Design uart_host_sequencer, sky130hd; sources not shown.
Figure 1. Selected gate families (run 1).
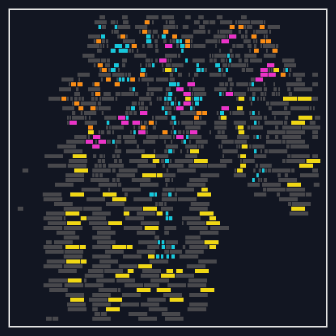
orange -> xor and xnor cells  # cells 39, most used xnor2_1
cyan -> aoi and oai cells  # cells 83, most used a21oi_1
magenta -> fa/ha/maj cells  # cells 28, most used ha_1
yellow -> mux cells  # cells 69, most used mux4_2
Comb area share: 0.334
final cell count without fillers: 1266
most frequent logic cell in the layout: edfxtp_1

Figure 2. Placement by cell class (run 1).
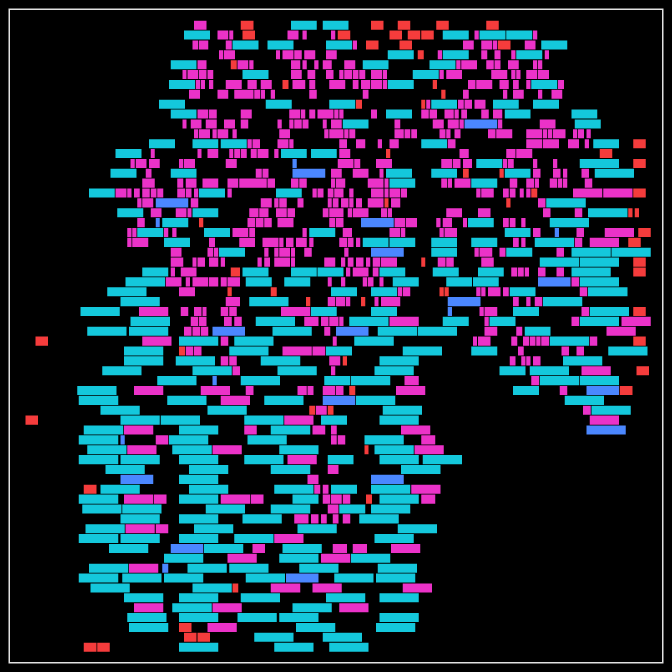
red -> remaining buffers and delay cells  # cells 65
blue -> clock drivers and dummy loads  # cells 23
magenta -> remaining logic cells  # cells 531
cyan -> registers  # cells 251
final instance area: 12100 sq um
fin util: 0.395
row count: 64
core area: 30500 sq um

Figure 3. Clock distribution (run 1).
Bar = 50 microns.
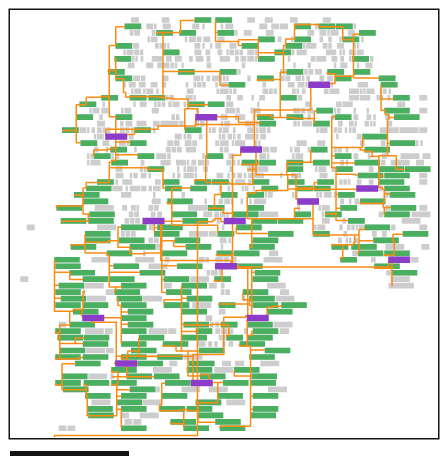
purple -> clock-net drivers  # count 14
orange -> clock wires  # length 2840 microns
green -> flip-flops  # count 251
flops lie = widely spread
Clock power frac: 0.279
clk ins delay skew pair: 0.50 ns
Max Clock Skew: 0.0176 ns

Figure 4. Clock routing (run 1).
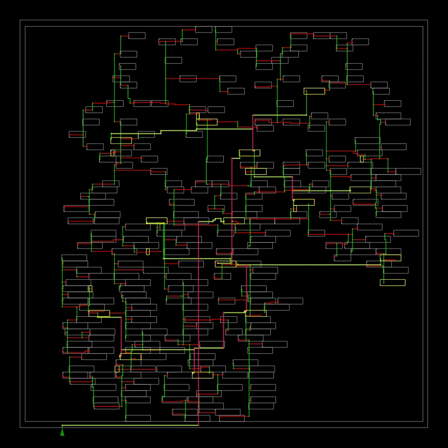
flip-flops: 251
clock sinks: 251
clock buffers: 21
Power Clock: 1380 uW
TritonCTS Buffers: 14

==> qor.txt, run 1 <==
Placed Cells: 1243
Mean Syn Cell Area: 13.3 sq um
Slew @ Worst Pin: 1.09 ns
Syn_nets: 857
R2R depth: 8
Max clock buf depth: 3
Most used flip-flop cell: edfxtp_1
Type of the worst setup path: register to output pin
YS warnings: 0
Data required time of the worst path: 3.83 ns
Library cells used by synthesis: 61
Nets: 906
Via count: 6417
Post-cts repair resize count: 0
Die width: 180 microns
Synth async-reset ratio: 0
Tool Warnings: 38
VDD IR max: 0.213 mV
Total GRT Usage: 0.134
Die area: 32300 sq um
Post-synthesis cell count: 814
Internal reg-to-reg setup slack: 1.62 ns
#FFs+latches synth: 251
Final wirelength: 21.7 mm
Post-Syn Area: 10800 sq um
Number of port buffers: 33
First-pass detailed-route iteration total: 5
Area share, top type: 0.423
Initial DRC count: 504
Seq share, synth: 0.606
Die Y: 180 microns
Critical Path AT: 2.95 ns
Vias in the first global route: 6243
Initial antenna violation count: 0
Final ANT Viol Nets: 0
H-tree levels: 1
Postcts setup bufs: 0
Total power: 4930 uW
Setup crit start kind: register
Root Buffer: clkbuf_16
Outcome: complete, no violations
YS chip area: 10800 sq um
I/O pin cnt: 36
Total gr overflow: 0
Relative slew slack: 0.266
Diode count: 0
Final slew viol count: 0
Finish-stage setup viols: 0
Achievable Freq: 276 MHz
Hold Path Class: register to register
Leak pwr: 0.00391 uW
Via density: 5.07
Setup Total Neg Slack: 0 ns
Fillcell total: 2869
WHS: 0.423 ns
Max cap viols: 0
Pwr dens: 409 nW/um^2
P&R area growth vs syn: 11.7%
Crit path max fanout: 6
First-pass GRT wire length: 34.8 mm
Hold_buf cts: 0
RSZ-0062 raised after global routing: false
Crit end category: output pin
# DRC: 0
Gpl congestion: 0.777
Crit share post-route: 0.806
Worst-path clk slew: 0.11 ns
Count of library flops with an enable pin: 152
Largest area contributor in the netlist: edfxtp_1
Largest net degree at the start of global routing: 27
Fp util: 0.354
Hpwl dp: 15.1 mm
Top cells by area: edfxtp_1 (42%), dfxtp_1 (18%), mux4_2 (8.3%)
Final Hold Fails: 0
Ys cells: 814
Max reg flops: 128
Share of cells above drive strength 1: 0.114
Per-cell routed wire length: 17.1 microns
Commonest non-fill, non-tap cells in the layout: edfxtp_1 (152), dfxtp_1 (99), nor2_1 (78)
CTS tree: done
Fin crit period: 3.63 ns
Hold Path Cell Cnt: 1
run 1: per-stage QoR:
stage | setup WS (ns) | instance area, sq um | utilization
final | 0.871 | 12100 | 0.395
after global placement | 1.39 | 11600 | 0.381
after CTS | 0.825 | 12100 | 0.395
after global routing | 0.707 | 12100 | 0.395
after detailed placement | 1.40 | 11600 | 0.381
after floorplan | 1.97 | 10800 | -
run 1: layer usage:
metal | up-vias | GRT usage | share of wire
met5 | - | 0 | 0
met1 | 3144 | 0.183 | 0.47
met4 | 0 | 0.0325 | 0.014
met3 | 27 | 0.0178 | 0.036
li1 | 3145 | - | -
met2 | 101 | 0.226 | 0.48
run 1: critical path: stages (launching register included):
cell and delay (ns):
dfxtp_1 0.35, inv_1 0.07, ha_1 0.34, or3_1 0.37, or3_1 0.31, a31o_1 0.20
nor3_1 0.25, clkdlybuf4s50_1 0.56
run 1: synth_stat cells, types with 6 or more instances:
master	count
mux2_2	8
a21oi_1	43
xor2_1	13
a211oi_1	13
mux2i_1	20
xnor2_1	26
mux4_2	40
clkbuf_1	16
ha_1	28
nor3_1	7
a22o_1	7
nor2b_1	7
dfxtp_1	99
o21ai_0	6
buf_2	13
and2_1	28
edfxtp_1	152
inv_1	21
nand2_1	42
nand3_1	25
o22ai_1	7
nor2_1	78
and3_1	30
nand4_1	16
run 1: power breakdown:
part | internal (uW) | switching (uW)
clock | 634 | 744
combinational | 410 | 542
sequential | 2540 | 65.8
total | 3580 | 1350
run 1: logic make-up after synthesis:
group / Yosys count / share of synthesized area
simple gates: 269 / 0.131
fa+ha+maj: 28 / 0.0325
compound gates: 104 / 0.0658
xor+xnor: 39 / 0.0316
mux: 69 / 0.112
buf+inv: 54 / 0.0206
flops: 251 / 0.606
run 1: final cells by class:
type                       instances  area (sq um)  share of cell area
sequential                       251          6550               0.543
multi-input combinational        509          4030               0.334
tap                              396           495              0.0411
clock buffer                      21           398              0.0330
timing repair buffer              33           330              0.0274
buffer                            32           140              0.0116
inverter                          22          82.6             0.00685
clock inverter                     2          35.0             0.00291
==> run 2, diff against run 1 <==
- PLACE_DENSITY: 0.57 -> 0.59
- clock period: 4.5 -> 3.24 ns (I/O delays scaled with it)
Figure 5. Selected gate families (run 2).
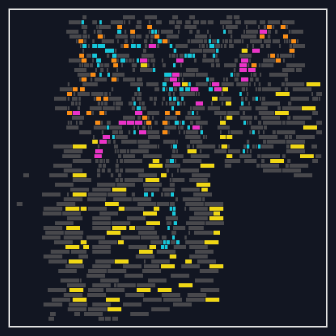
orange -> xor and xnor cells  # cells 39, most used xnor2_1
magenta -> fa/ha/maj cells  # cells 28, most used ha_1
cyan -> aoi and oai cells  # cells 83, most used a21oi_1
yellow -> mux cells  # cells 69, most used mux4_2
final cell count without fillers: 1267
Comb area share: 0.334

Figure 6. Clock distribution (run 2).
Bar = 50 microns.
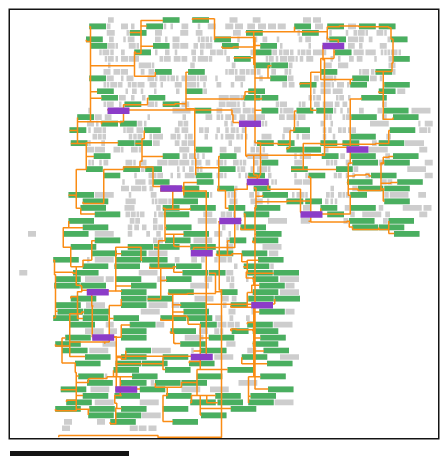
green -> flip-flops  # count 251
orange -> clock wires  # length 2890 microns
purple -> clock-net drivers  # count 14
routed clock nets = 15
flops lie = widely spread
clk ins delay skew pair: 0.49 ns
Power Clock: 1930 uW

==> run 2 against run 1 <==
Effect of this change:
- non-clock buffer count did not move
- first-iteration DRC count fell by 12%
- utilization did not move
- global-route usage fell by 0.051 points
- sequential power rose by 39%
- worst hold slack got worse by 0.0044 ns
- die area did not move
- cell area did not move
- cell count barely moved
- flip-flop count did not move
- synthesized area did not move
- critical path type unchanged
- largest cell class unchanged
- highest routed layer unchanged
==> qor.txt, run 2 <==
Outcome: complete, no violations
# DRC: 0 (unchanged)
Setup Total Neg Slack: 0 ns (unchanged)
Nets: 906 (unchanged)
Data required time of the worst path: 2.75 ns (-1.08 ns)
#FFs+latches synth: 251 (unchanged)
TritonCTS Buffers: 14 (unchanged)
Crit share post-route: 0.943
Largest net degree at the start of global routing: 27 (unchanged)
Crit end category: output pin
Syn_nets: 857 (unchanged)
Hold_buf cts: 0 (unchanged)
Total power: 6860 uW (+39%)
Initial antenna violation count: 0 (unchanged)
Final ANT Viol Nets: 0 (unchanged)
Vias in the first global route: 6247 (+0.064%)
PnR worst setup slack: 0.186 ns (-0.685 ns)
Share of cells above drive strength 1: 0.115 (+0.00102)
Diode count: 0 (unchanged)
Total GRT Usage: 0.133 (-0.000512)
Hpwl dp: 14.9 mm (-1.2%)
Core area: 30500 sq um (unchanged)
Number of port buffers: 33 (unchanged)
Leak pwr: 0.00391 uW (+0.10%)
Achievable Freq: 327 MHz
Top cells by area: edfxtp_1 (42%), dfxtp_1 (18%), mux4_2 (8.3%)
Crit path max fanout: 5 (-1)
Internal reg-to-reg setup slack: 0.33 ns (-1.29 ns)
Relative slew slack: 0.375 (+0.109)
YS chip area: 10800 sq um (unchanged)
Pwr dens: 569 nW/um^2 (+39%)
Largest area contributor in the netlist: edfxtp_1
Count of library flops with an enable pin: 152 (unchanged)
Max clock buf depth: 3 (unchanged)
WHS: 0.418 ns (-0.00442 ns)
Finish-stage setup viols: 0 (unchanged)
Mean Syn Cell Area: 13.3 sq um (unchanged)
FF+latch area: 6550 sq um (unchanged)
Placed Cells: 1243 (unchanged)
Post-place setup slack: 0.335 ns (-1.07 ns)
Slew @ Worst Pin: 0.925 ns (-0.161 ns)
Most frequent logic cell in the layout: edfxtp_1
Clock sinks: 251 (unchanged)
Most used flip-flop cell: edfxtp_1
Hold Path Class: register to register
Fp util: 0.354 (unchanged)
First-pass GRT wire length: 34.9 mm (+0.36%)
Die width: 180 microns (unchanged)
Die area: 32300 sq um (unchanged)
Ys cells: 814 (unchanged)
Tool Warnings: 38 (unchanged)
Top-count cell post-synth: edfxtp_1
Die Y: 180 microns (unchanged)
Type of the worst setup path: register to output pin
First-pass detailed-route iteration total: 5 (unchanged)
Seq share, synth: 0.606 (unchanged)
Setup crit start kind: register
Critical Path AT: 2.57 ns (-0.38 ns)
Fillcell total: 2873 (+0.14%)
Post-Syn Area: 10800 sq um (unchanged)
Synth async-reset ratio: 0 (unchanged)
Total gr overflow: 0 (unchanged)
Final wirelength: 21.7 mm (+0.15%)
Post-synthesis cell count: 814 (unchanged)
Root Buffer: clkbuf_16
Final Hold Fails: 0 (unchanged)
Area share, top type: 0.423 (unchanged)
VDD IR max: 0.283 mV (+33%)
Per-cell routed wire length: 17.1 microns (about the same)
Fin crit period: 3.05 ns
Via density: 5.10 (+0.61%)
Initial DRC count: 444 (-12%)
YS warnings: 0 (unchanged)
Gpl congestion: 0.812 (+4.5%)
I/O pin cnt: 36 (unchanged)
Via count: 6461 (+0.69%)
H-tree levels: 1 (unchanged)
R2R depth: 8 (unchanged)
P&R area growth vs syn: 11.7% (unchanged)
Library cells used by synthesis: 61 (unchanged)
Comb area: 4030 sq um (+0.12%)
Commonest non-fill, non-tap cells in the layout: edfxtp_1 (152), dfxtp_1 (99), nor2_1 (78)
Post-synth top cells: edfxtp_1 (152), dfxtp_1 (99), nor2_1 (78)
Max cap viols: 0 (unchanged)
CTS tree: done
Row count: 64 (unchanged)
Worst-path clk slew: 0.10 ns (about the same)
RSZ-0062 raised after global routing: false
Final slew viol count: 0 (unchanged)
Max reg flops: 128 (unchanged)
Hold Path Cell Cnt: 1 (unchanged)
Figure 7. Clock routing (run 2).
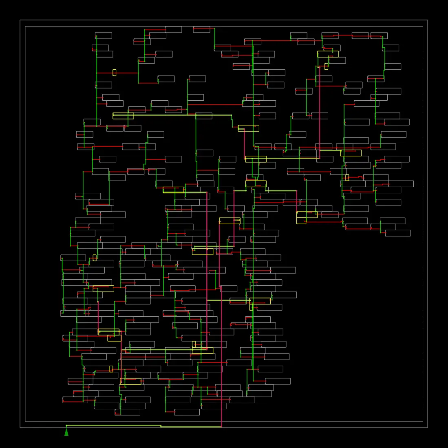
clock buffers: 22
Max Clock Skew: 0.0231 ns

==> run 2: routing by layer <==
metal | share of wire | up-vias | track usage
met5 | 0 | - | 0
met4 | 0.013 | 0 | 0.0273
met3 | 0.031 | 23 | 0.0150
met2 | 0.48 | 88 | 0.225
met1 | 0.47 | 3195 | 0.187
li1 | - | 3155 | -
==> run 2: final cells by class <==
class                      count  share of cell area
clock inverter                 2             0.00228
inverter                      22             0.00685
clock buffer                  22              0.0333
buffer                        32              0.0116
multi-input combinational    509               0.334
tap                          396              0.0411
sequential                   251               0.543
timing repair buffer          33              0.0273
==> run 2: logic make-up (layout without fill, tap and decap cells) <==
logic type	Yosys count	after routing	share of synthesized area
xor gates and xnor gates	39	39	0.0316
AOI/OAI and AO/OA	104	104	0.0658
and+or+nand+nor	269	269	0.131
buffers and inverters	54	111	0.0206
DFF	251	251	0.606
adders and majority gates	28	28	0.0325
muxes	69	69	0.112
==> run 2: where the power goes <==
part | internal (uW) | switching [uW] | total, uW
logic | 568 | 757 | 1320
clock network | 887 | 1040 | 1930
registers | 3520 | 89.1 | 3610
==> run 2: timing repair <==
item / in CTS / in global routing
endpoints found under the setup margin: 1 / 0
setup buffers: 0 / 0
gates resized: 2 / 0
==> run 2: critical path, cell delays in order, from the launching register on <==
cell and delay (ns):
dfxtp_1 0.38, inv_1 0.09, ha_1 0.33, or3_1 0.36
or3_1 0.31, a31o_1 0.21, nor3_2 0.15, dlygate4sd2_1 0.26
==> run 2: stage by stage <==
step / util / instance area, sq um
4_1_cts: 0.395 / 12100
3_5_place_dp: 0.381 / 11600
5_1_grt: 0.395 / 12100
2_1_floorplan: - / 10800
3_3_place_gp: 0.381 / 11600
6_report: 0.395 / 12100
Power and IR drop assume default switching activity.
